**config.mk**
```make
export PLATFORM = sky130hd
export DESIGN_NAME = set_mode_ctrl_57
export DESIGN_NICKNAME = d
export VERILOG_FILES = /design/src/rtl/clk_pkg_57.sv /design/src/rtl/key_repeat_57.sv /design/src/rtl/set_mode_ctrl_57.sv
export SDC_FILE = /design/constraint.sdc
export NUM_CORES = 1
export LEC_CHECK = 0
export CELL_PAD_IN_SITES_DETAIL_PLACEMENT = 0
export CELL_PAD_IN_SITES_GLOBAL_PLACEMENT = 2
export CORE_MARGIN = 3
export CORE_UTILIZATION = 40
export DETAILED_ROUTE_END_ITERATION = 10
export PLACE_DENSITY = 0.89
export SYNTH_ARGS = -nofsm -noshare
export SYNTH_HDL_FRONTEND = slang
export SYNTH_HIERARCHICAL = 1
export SYNTH_SLANG_ARGS = --single-unit
```
**constraint.sdc**
```tcl
create_clock -name clk_50m_57 -period 2.6 [get_ports clk_50m_57]
set_input_delay 0.78 -clock clk_50m_57 [delete_from_list [all_inputs] [get_ports clk_50m_57]]
set_output_delay 0.78 -clock clk_50m_57 [all_outputs]
set_load 0.02 [all_outputs]
```
**src/rtl/clk_pkg_57.sv**
```systemverilog
// Shared definitions for the clock time-setting logic: state encoding,
// seconds scaling and the default key timing values.
package clk_pkg_57;

  localparam logic [2:0] ST_RUN  = 3'd0;
  localparam logic [2:0] ST_HOUR = 3'd1;
  localparam logic [2:0] ST_MIN  = 3'd2;
  localparam logic [2:0] ST_SEC  = 3'd3;
  localparam logic [2:0] ST_WEEK = 3'd4;

  localparam int MS_PER_S           = 1000;
  localparam int TIMEOUT_S_DFLT     = 10;
  localparam int REPEAT_DLY_MS_DFLT = 600;
  localparam int REPEAT_PER_MS_DFLT = 150;
  localparam int BLINK_HALF_MS_DFLT = 250;

  typedef enum logic [2:0] {
    S_RUN  = ST_RUN,
    S_HOUR = ST_HOUR,
    S_MIN  = ST_MIN,
    S_SEC  = ST_SEC,
    S_WEEK = ST_WEEK
  } state_e;

  // Order in which the mode key walks through the editable fields.
  function automatic state_e next_field(input state_e s);
    case (s)
      S_RUN:   return S_HOUR;
      S_HOUR:  return S_MIN;
      S_MIN:   return S_SEC;
      S_SEC:   return S_WEEK;
      default: return S_RUN;
    endcase
  endfunction

endpackage

```
**src/rtl/key_repeat_57.sv**
```systemverilog
// Rising-edge detector plus hold-to-repeat timer for one adjust key.
// req_o asks for a pulse on a fresh press and on every repeat interval.
module key_repeat_57 #(
  parameter int REPEAT_DLY_MS = clk_pkg_57::REPEAT_DLY_MS_DFLT,
  parameter int REPEAT_PER_MS = clk_pkg_57::REPEAT_PER_MS_DFLT
) (
  input  logic clk_i,
  input  logic rst_i,
  input  logic tick_i,
  input  logic key_i,
  input  logic inh_i,
  output logic rise_o,
  output logic req_o
);

  localparam int MAXV = (REPEAT_DLY_MS > REPEAT_PER_MS) ? REPEAT_DLY_MS : REPEAT_PER_MS;
  localparam int CW   = $clog2(MAXV + 1);

  logic          prev_q, arm_q;
  logic          act_q, act_d;
  logic          first_q, first_d;
  logic [CW-1:0] cnt_q, cnt_d;
  logic          rep;

  // arm_q masks the first cycle after reset so a key held through release is not an edge.
  assign rise_o = key_i & ~prev_q & arm_q;

  always_comb begin
    act_d   = act_q;
    first_d = first_q;
    cnt_d   = cnt_q;
    rep     = 1'b0;
    if (inh_i || !key_i) begin
      act_d   = 1'b0;
      first_d = 1'b0;
      cnt_d   = '0;
    end else if (rise_o) begin
      act_d   = 1'b1;
      first_d = 1'b1;
      cnt_d   = '0;
    end else if (act_q && tick_i) begin
      if (cnt_q == CW'(first_q ? REPEAT_DLY_MS - 1 : REPEAT_PER_MS - 1)) begin
        rep     = 1'b1;
        first_d = 1'b0;
        cnt_d   = '0;
      end else begin
        cnt_d = cnt_q + CW'(1);
      end
    end
  end

  assign req_o = (rise_o | rep) & ~inh_i;

  always_ff @(posedge clk_i or posedge rst_i) begin
    if (rst_i) begin
      prev_q  <= 1'b0;
      arm_q   <= 1'b0;
      act_q   <= 1'b0;
      first_q <= 1'b0;
      cnt_q   <= '0;
    end else begin
      prev_q  <= key_i;
      arm_q   <= 1'b1;
      act_q   <= act_d;
      first_q <= first_d;
      cnt_q   <= cnt_d;
    end
  end

endmodule

```
**src/rtl/set_mode_ctrl_57.sv**
```systemverilog
// Time-setting sequencer: mode key selects the field, add/sub keys make
// single or auto-repeating adjust pulses, with blink and idle timeout.
module set_mode_ctrl_57 #(
  parameter int TIMEOUT_S     = clk_pkg_57::TIMEOUT_S_DFLT,
  parameter int REPEAT_DLY_MS = clk_pkg_57::REPEAT_DLY_MS_DFLT,
  parameter int REPEAT_PER_MS = clk_pkg_57::REPEAT_PER_MS_DFLT,
  parameter int BLINK_HALF_MS = clk_pkg_57::BLINK_HALF_MS_DFLT,
  parameter int MS_PER_S      = clk_pkg_57::MS_PER_S
) (
  input  logic clk_50m_57,
  input  logic rst_57,
  input  logic tick_ms_57,
  input  logic key_mode_57,
  input  logic key_add_57,
  input  logic key_sub_57,
  output logic hour_e_57,
  output logic min_e_57,
  output logic sec_e_57,
  output logic week_e_57,
  output logic add_p_57,
  output logic sub_p_57,
  output logic blink_on_57,
  output logic time_run_57
);

  import clk_pkg_57::*;

  localparam int MSW = $clog2(MS_PER_S + 1);
  localparam int SW  = $clog2(TIMEOUT_S + 1);
  localparam int BW  = $clog2(BLINK_HALF_MS + 1);

  state_e         state_q, state_d;
  logic           mode_prev_q, arm_q;
  logic [MSW-1:0] ms_q, ms_d;
  logic [SW-1:0]  idle_q, idle_d;
  logic [BW-1:0]  bcnt_q, bcnt_d;
  logic           blink_q, blink_d;
  logic           add_p_q, add_p_d, sub_p_q, sub_p_d;
  logic           hour_e_q, min_e_q, sec_e_q, week_e_q, run_q;

  logic mode_rise, in_set, timeout;
  logic add_rise, add_req, sub_rise, sub_req;
  logic add_inh, sub_inh, activity;

  assign mode_rise = key_mode_57 & ~mode_prev_q & arm_q;
  assign in_set    = (state_q != S_RUN);

  // Opposite key held or a mode edge blocks a key and drops its repeat.
  assign add_inh = ~in_set | mode_rise | key_sub_57;
  assign sub_inh = ~in_set | mode_rise | key_add_57;

  key_repeat_57 #(
    .REPEAT_DLY_MS (REPEAT_DLY_MS),
    .REPEAT_PER_MS (REPEAT_PER_MS)
  ) u_add (
    .clk_i  (clk_50m_57),
    .rst_i  (rst_57),
    .tick_i (tick_ms_57),
    .key_i  (key_add_57),
    .inh_i  (add_inh),
    .rise_o (add_rise),
    .req_o  (add_req)
  );

  key_repeat_57 #(
    .REPEAT_DLY_MS (REPEAT_DLY_MS),
    .REPEAT_PER_MS (REPEAT_PER_MS)
  ) u_sub (
    .clk_i  (clk_50m_57),
    .rst_i  (rst_57),
    .tick_i (tick_ms_57),
    .key_i  (key_sub_57),
    .inh_i  (sub_inh),
    .rise_o (sub_rise),
    .req_o  (sub_req)
  );

  assign add_p_d  = add_req & ~add_p_q;
  assign sub_p_d  = sub_req & ~sub_p_q;
  assign activity = mode_rise | add_rise | sub_rise | add_req | sub_req;

  always_comb begin
    state_d = state_q;
    ms_d    = ms_q;
    idle_d  = idle_q;
    timeout = 1'b0;
    if (!in_set || activity) begin
      ms_d   = '0;
      idle_d = '0;
    end else if (tick_ms_57) begin
      if (ms_q == MSW'(MS_PER_S - 1)) begin
        ms_d = '0;
        if (idle_q == SW'(TIMEOUT_S - 1)) begin
          timeout = 1'b1;
          idle_d  = '0;
        end else begin
          idle_d = idle_q + SW'(1);
        end
      end else begin
        ms_d = ms_q + MSW'(1);
      end
    end
    if (mode_rise) begin
      state_d = next_field(state_q);
    end else if (timeout) begin
      state_d = S_RUN;
    end
  end

  // Blink restarts visible on any field change or adjust pulse.
  always_comb begin
    bcnt_d  = bcnt_q;
    blink_d = blink_q;
    if (!in_set || (state_d != state_q) || add_p_d || sub_p_d) begin
      bcnt_d  = '0;
      blink_d = 1'b1;
    end else if (tick_ms_57) begin
      if (bcnt_q == BW'(BLINK_HALF_MS - 1)) begin
        bcnt_d  = '0;
        blink_d = ~blink_q;
      end else begin
        bcnt_d = bcnt_q + BW'(1);
      end
    end
  end

  always_ff @(posedge clk_50m_57 or posedge rst_57) begin
    if (rst_57) begin
      state_q     <= S_RUN;
      mode_prev_q <= 1'b0;
      arm_q       <= 1'b0;
      ms_q        <= '0;
      idle_q      <= '0;
      bcnt_q      <= '0;
      blink_q     <= 1'b1;
      add_p_q     <= 1'b0;
      sub_p_q     <= 1'b0;
      hour_e_q    <= 1'b0;
      min_e_q     <= 1'b0;
      sec_e_q     <= 1'b0;
      week_e_q    <= 1'b0;
      run_q       <= 1'b1;
    end else begin
      state_q     <= state_d;
      mode_prev_q <= key_mode_57;
      arm_q       <= 1'b1;
      ms_q        <= ms_d;
      idle_q      <= idle_d;
      bcnt_q      <= bcnt_d;
      blink_q     <= blink_d;
      add_p_q     <= add_p_d;
      sub_p_q     <= sub_p_d;
      hour_e_q    <= (state_q == S_HOUR);
      min_e_q     <= (state_q == S_MIN);
      sec_e_q     <= (state_q == S_SEC);
      week_e_q    <= (state_q == S_WEEK);
      run_q       <= (state_q != S_SEC);
    end
  end

  assign hour_e_57   = hour_e_q;
  assign min_e_57    = min_e_q;
  assign sec_e_57    = sec_e_q;
  assign week_e_57   = week_e_q;
  assign add_p_57    = add_p_q;
  assign sub_p_57    = sub_p_q;
  assign blink_on_57 = blink_q;
  assign time_run_57 = run_q;

endmodule

```
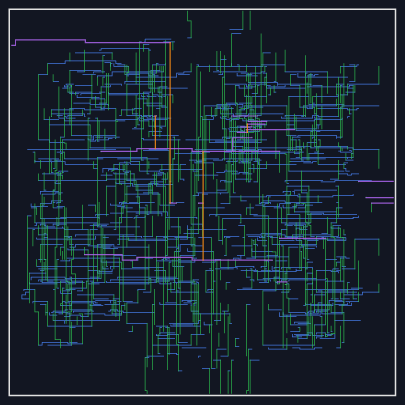
Run 1: wiring by layer
Scale: 4 px per um.
layer	color	wire length
M1	blue	3210 um
M2	green	3160 um
M3	purple	216 um
M4	orange	77.5 um
total wirelength of the detailed-routed design: 6660 um
vias post-DR: 2533
global-route usage over all layers: 0.163

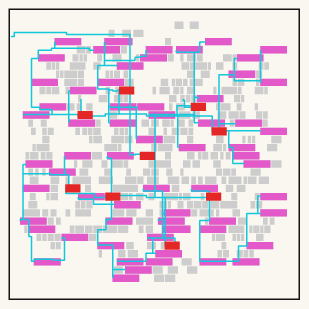
Run 1: clock distribution
Scale: 3 px per um.
[clock wires] cyan | length: 883 um
[clock-net drivers] red | count: 9
[flip-flops] magenta | count: 63
flops lie	spread over the die
routed clock nets	10

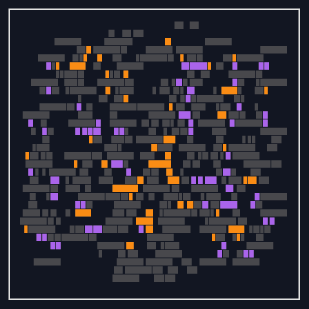
Run 1: selected gate families
Scale: 3 px per um.
family	color	cells	most used
nor cells	orange	45	nor2_1
aoi and oai cells	purple	58	a21oi_1
most common library cell in the layout ignoring fill and taps: dfrtp_1
count of placed standard cells in the final layout, fillers left out: 473
multi-input gate share of total cell area: 0.432

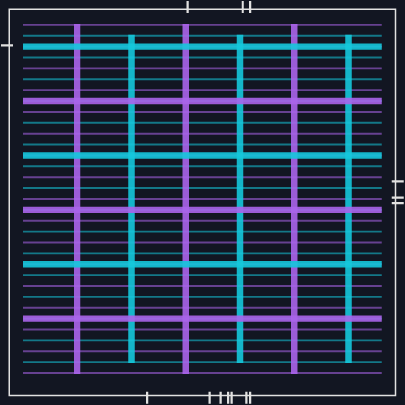
Run 1: supply network
Scale: 4 px per um. Pins as bars on the die edge.
net	color
VSS	purple
VDD	cyan
rows	32
met1 rails	33
signal pins	14
met4 straps	6
met5 straps	6
die boundary height: 96.2 um
die x size: 96.2 um
VDD IR-drop max: 0.364 mV
placeable core area: 7810 um2

==> git commit body, run 1 <==
Add synthesis and place-and-route results

* Result of the run: complete, no violations
- According to the dpl log, the detail-placed design has an HPWL of 4660 um.
* Count of flip-flops with a built-in enable after synthesis: 0
* Fraction of power consumed by sequential logic: 0.492
- Relative slew margins: 0.624
- Leading cell types by count after synthesis: dfrtp_1 (61), nand2_1 (29), a21oi_1 (25), nor2_1 (20), o21ai_0 (17)
- Depth of the most critical reg-to-reg path: 8
- Counting tap cells, the placed design contains a total of ~460 instances.
- Post-Synthesis Net Count: approximately 330
- Sw Pwr: 642 uW
- Count of synthesis-stage warnings from yosys: 6
- The initial antenna violation count was 0.
* First drt pass iteration count: 4
- Layout cells sized above 1: 0.178
- Setup slack on the critical path of the routed design comes to 0.0734 ns.
* Iteration-0 DRC Markers: 85
* Global-route wire length before repair: 11500 um
- Fmax: 396 MHz
- Per the placement log, port buffering inserted 13 buffers.
* Clk. pwr: 726 uW
* Sw frac: 0.284
- After synthesis the cells add up to roughly 3300 um2.
* Worst Path Max Fanout: 5
- Power Density: 577 nW/um2
- Post-CTS timing repair inserted 0 buffers for setup.
- Unrepaired setup endpoints after global routing: no
- Along the worst hold path, the cell count comes to 1.
- The cell sitting at the root of the clock tree is a clkbuf_8.
- Fp util: 0.417
- Share of Yosys cell area claimed by the top area cell type: 0.469
## run 1: stage by stage
stage | hold WS (ns) | setup TNS (ns)
5_1_grt | 0.552 | 0
3_3_place_gp | 0.494 | -9.92
4_1_cts | 0.508 | 0
3_5_place_dp | 0.493 | -11.64
6_report | 0.504 | 0
2_1_floorplan | 0.477 | 0
## run 1: cell usage in the layout (no fill, tap or decap), drive strengths merged, types with 11 or more instances in the layout
master | synthesis | final
a21oi | 25 | 25
buf | 4 | 27
clkbuf | 2 | 15
dfrtp | 61 | 61
nand2 | 29 | 29
nand3 | 11 | 11
nor2 | 20 | 20
o21ai | 19 | 19
or3 | 14 | 14
xor2 | 11 | 11
## run 1: registers in the layout, summed over array words and instances (netlist names), 3 cells and up
| register | cells |
|---|---|
| ms_q | 10 |
| u_add/cnt_q | 10 |
| u_sub/cnt_q | 10 |
| bcnt_q | 8 |
| idle_q | 4 |
| state_q | 3 |
## run 1: per-layer routing
metal | global-route usage | wire length, um
met1 | 0.203 | 3210
met4 | 0.0592 | 77
met3 | 0.0469 | 215
met2 | 0.267 | 3160
met5 | 0 | 0
## run 1: cell type report
type                       count  area [um2]  share of cell area
multi-input combinational    244        1690               0.432
clock inverter                 1        5.00             0.00128
timing repair buffer          40         329              0.0840
clock buffer                  15         156              0.0399
inverter                       8        30.0             0.00766
sequential                    63        1580               0.403
tap                          102         128              0.0326
## run 1: kinds of logic after synthesis
family	Yosys count	share of synthesized area
AOI/OAI and AO/OA	67	0.132
xor gates and xnor gates	18	0.0484
adders and majority gates	7	0.0269
buffers and inverters	14	0.0177
DFF	63	0.485
muxes	4	0.0127
other	3	0.00346
and+or+nand+nor	144	0.274
Run 1, clock wiring as the flow saved it:
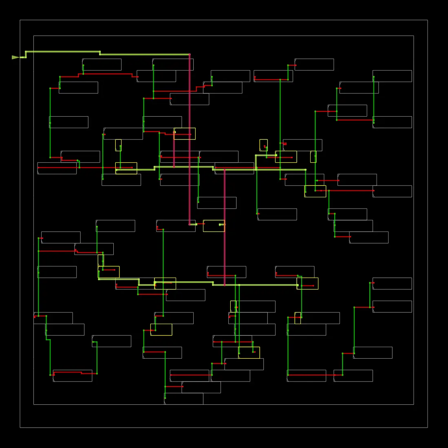

--- run 2 (diff from run 1) ---
- ABC_AREA: default -> 1
- CAP_MARGIN: default -> 40
- CORE_UTILIZATION: 40 -> 36
- PLACE_DENSITY: 0.89 -> 0.88
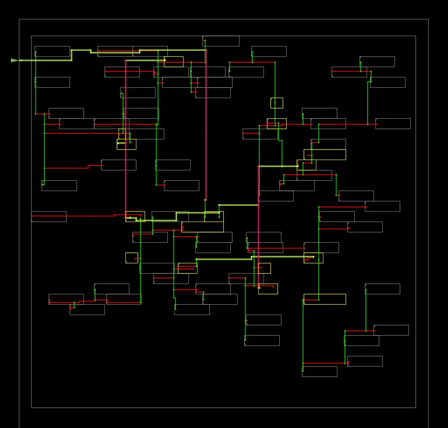
Run 2: clock wiring as the flow saved it
Worst Clk Skew: 0.0106 ns
Flops: 63
CTS sink count: 63
Worst-Skew Late Latency: 0.35 ns
count of clock-net buffers in the final layout: 9

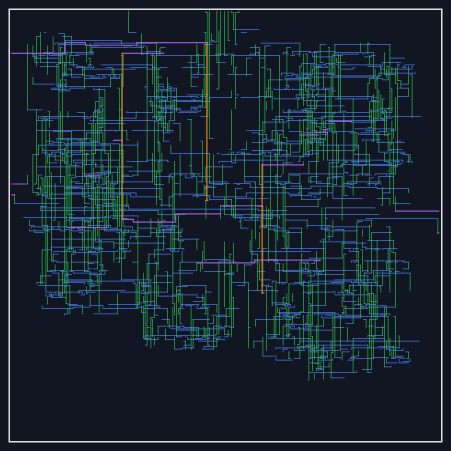
Run 2: wiring by layer
Scale: 4 px per um.
layer	color	wire length
M4	orange	113 um
M2	green	3930 um
M1	blue	3730 um
M3	purple	189 um

==> git commit body, run 2 <==
Add synthesis and place-and-route results

- The count of vias placed by the detailed router is 3140 (was 2533).
* Post-Synthesis Net Count: 511 (was 333)
- Power Density: 661 nW/um2 (was 577 nW/um2)
* Relative slew margins: 0.605 (was 0.624)
- The power dissipated by switching net loads came to 973 uW (was 642 uW).
- VDD IR-drop max: 0.289 mV (was 0.364 mV)
* Master cell of the clock root buffer: clkbuf_8 (unchanged)
- The area fraction in full adders, half adders and majority gates came to 0.0235 (was 0.0269).
* Global-route wire length before repair: 14500 um (was 11500 um)
- Compound-cell area share of the yosys netlist: 0.0363 (was 0.132)
* Worst Path Max Fanout: 6 (was 5)
- The simple logic cell fraction of the synthesized area is 0.383 (was 0.274).
* Iteration-0 DRC Markers: 143 (was 85)
- Share of synthesized area spent on multiplexers: 0 (was 0.0127)
- Top Registers: ms_q x10, u_add/cnt_q x10, u_sub/cnt_q x10 (unchanged).
- The final wirelength came to 7960 um (was 6660 um).
* Global-route usage over all layers: 0.155 (was 0.163)
- Fmax: 414 MHz (was 396 MHz)
- Result of the run: complete, no violations (unchanged).
- Die boundary height: 108 um (was 96.2 um)
* Fraction of power consumed by sequential logic: 0.384 (was 0.492)
- Setup TNS after final layout: 0 ns (unchanged)
* Input/output buffers: 13 (unchanged)
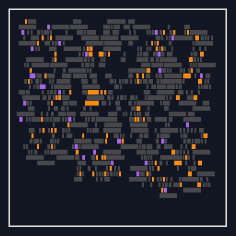
Run 2: selected gate families
Scale: 2 px per um.
most common library cell in the layout ignoring fill and taps: nand2_1
multi-input gate share of total cell area: 0.406
count of placed standard cells in the final layout, fillers left out: 686

==> run 2: per-stage QoR <==
stage	setup slack [ns]	std cells	instance area [um2]	hold slack, ns	util
after global routing	0.0404	686	4520	0.497	0.457
after CTS	0.0262	684	4450	0.481	0.449
after global placement	-0.285	668	4200	0.472	0.424
final	0.186	686	4520	0.471	0.457
after floorplan	0.153	498	3730	0.453	-
after detailed placement	-0.342	668	4200	0.469	0.424
==> run 2: cell families after synthesis <==
group,count (synthesis)
AOI/OAI and AO/OA,26
xor gates and xnor gates,13
adders and majority gates,7
buffers and inverters,91
DFF,63
other,3
and+or+nand+nor,295
==> run 2: layout make-up <==
cell class	count	area, um2
clock inverters	7	121
multi-input cells	346	1840
fillers	1013	5390
inverters	86	338
flip-flops and latches	63	1580
clock buffers	9	124
well taps	133	166
repair buffers	42	358
==> run 2: power by group through the flow <==
stage / Clock [uW] / Combinational, uW / Sequential (uW)
finish: 1050 / 788 / 1150
CTS: 1090 / 735 / 1150
global placement: 0 / 726 / 1170
floorplan: 0 / 464 / 1190
global route: 1130 / 883 / 1160
detailed placement: 0 / 732 / 1170
==> run 2: worst paths after layout <==
| path | to | slack, ns | cells after the start |
|---|---|---|---|
| max reg2reg | ms_q[4] | 0.44 | 17 |
| min in group asynchronous | u_add/cnt_q[3] | 0.87 | 2 |
| max in group asynchronous | u_sub/cnt_q[9] | 1.33 | 2 |
| min reg2reg | add_p_57 | 0.47 | 1 |
| max | ms_q[4] | 0.19 | 15 |
| min | add_p_57 | 0.47 | 1 |
==> run 2: layer usage <==
layer	wire length, um	GRT usage	up-vias
li1	-	-	1642
met1	3730	0.197	1462
met2	3930	0.261	27
met3	188	0.0348	9
met4	112	0.0487	0
met5	0	0	-
Run 2, supply network:
Scale: 3 px per um. Pins as bars on the die edge.
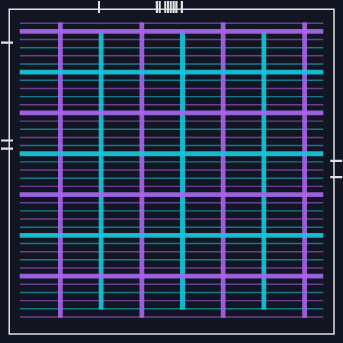

--- run 3 (diff from run 2) ---
- CORE_UTILIZATION: 36 -> 33
- PLACE_DENSITY: 0.88 -> 0.83
- SETUP_SLACK_MARGIN: default -> 0.02
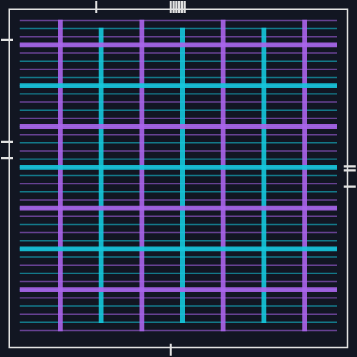
Run 3: supply network
Scale: 3 px per um. Pins as bars on the die edge.
placeable core area: 10900 um2
die x size: 112 um
die boundary height: 112 um
VDD IR-drop max: 0.351 mV

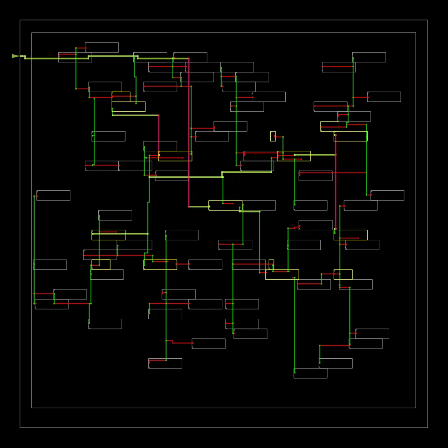
Run 3: clock wiring as the flow saved it
count of clock-net buffers in the final layout: 15
Worst-Skew Late Latency: 0.32 ns
Clk. pwr: 1150 uW
Worst Clk Skew: 0.00470 ns
Num CTS Buffers: 9

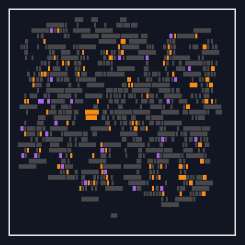
Run 3: selected gate families
Scale: 2 px per um.
family	color	cells	most used
aoi and oai cells	purple	26	o21ai_0
nor cells	orange	81	nor2_1

==> git commit body, run 3 <==
Add synthesis and place-and-route results

* Worst hold stages: 1 (unchanged)
- The filler cell count is 1141 (was 1013).
* Dominant kind of combinational cell: simple AND/OR/NAND/NOR gates (unchanged)
- Master cell of the clock root buffer: clkbuf_16 (was clkbuf_8)
* Top logic cells by instance count in the layout: nand2_1 (130), inv_1 (75), dfrtp_1 (61) (unchanged)
* Leading cell types by count after synthesis: nand2_1 (131), inv_1 (75), dfrtp_1 (61), nor2_1 (58), nand3_1 (45) (unchanged)
* Layout cells sized above 1: 0.186 (was 0.190)
- Top Registers: ms_q x10, u_add/cnt_q x10, u_sub/cnt_q x10 (unchanged).
- The number of detailed-routing iterations run before antenna repair is 5 (was 4).
* Worst-case register-to-register setup slack: 0.44 ns (about the same)
- The pre-CTS setup slack came to -0.363 ns (was -0.342 ns).
- The total nets after synthesis is 511 (unchanged).
* Setup TNS after final layout: 0 ns (unchanged)
* Count of synthesis-stage warnings from yosys: 6 (unchanged)
- The starting density of the core was 0.341 (was 0.376).
- Input/output buffers: 13 (unchanged)
* Iteration-0 DRC Markers: 111 (was 143)
- The capture instance of the worst register-to-register path is ms_q[2] (was ms_q[4]).
- Endpoint of the most critical setup path: ms_q[2] (was ms_q[4])
* Depth of the most critical reg-to-reg path: 16 (was 17)
- Relative slew margins: 0.616 (was 0.605)
- Post-CTS setup buffer count: 0 (unchanged)
* Post-placement cell area: 4220 um2 (was 4200 um2)
- The initial antenna violation count is 0 (unchanged).
* Result of the run: complete, no violations (unchanged)
- The share of the core filled with cells came to 0.419 (was 0.457).
- Worst Path Max Fanout: 7 (was 6)
* Share of Yosys cell area claimed by the top area cell type: 0.410 (unchanged)
- Post-synthesis share of cell area spent on full adders, half adders and majority gates: 0.0235 (unchanged)
* Vias post-DR: 3154 (was 3140)
- Final worst slack: 0.165 ns (was 0.186 ns)
- The fraction of synthesized area in multiplexers was 0 (unchanged).
* Total wirelength of the detailed-routed design: 8350 um (was 7960 um)
- CTS sink count: 63 (unchanged)
- Depth of the critical timing path with buffers and inverters included: 13 (was 15)
* Hold Path Sink: add_p_57 (unchanged)
- Post-route standard cell area excluding fillers: 4580 um2 (was 4520 um2)
==> run 3: area by class of cell <==
class / instances / area (um2) / share of cell area
sequential: 63 / 1580 / 0.345
clock buffer: 15 / 288 / 0.0628
inverter: 86 / 335 / 0.0732
tap: 140 / 175 / 0.0382
multi-input combinational: 346 / 1830 / 0.400
timing repair buffer: 44 / 372 / 0.0811
==> run 3: worst register-to-register path, stage by stage (launching register included) <==
cell and delay (ns):
dfrtp_1 0.44, nor2_2 0.16, nand2_2 0.08, nand2_4 0.07, or2_2 0.10, inv_1 0.05, nand2_2 0.06, inv_2 0.04
nand2_1 0.06, nand2_1 0.05, inv_1 0.07, nand4_1 0.24, nor2_8 0.29, nand2_8 0.14, inv_4 0.12, o21ai_2 0.05
nor2_1 0.10
==> run 3: per-layer routing <==
| layer | share of wire | global-route usage | wire length [um] |
|---|---|---|---|
| met1 | 0.47 | 0.180 | 3900 |
| met2 | 0.49 | 0.237 | 4090 |
| met3 | 0.027 | 0.0404 | 229 |
| met4 | 0.015 | 0.0497 | 129 |
| met5 | 0 | 0 | 0 |
==> run 3: metrics by stage <==
stage,instances,hold slack [ns]
after floorplan,498,0.453
after global placement,676,0.477
after detailed placement,676,0.469
after CTS,691,0.476
after global routing,694,0.495
final,694,0.465
==> run 3: report_power, final <==
group / leakage [uW] / total [uW] / internal [uW] / switching [uW]
sequential: 0.000849 / 1160 / 1070 / 81.0
combinational: 0.00128 / 810 / 330 / 480
clock: 0.000142 / 1150 / 745 / 408
==> run 3: cells by family after synthesis <==
kind of cell,after synthesis
adders and majority gates,7
other,3
buffers and inverters,91
and+or+nand+nor,295
AOI/OAI and AO/OA,26
DFF,63
xor gates and xnor gates,13
Power is estimated from default activity; no workload was simulated.
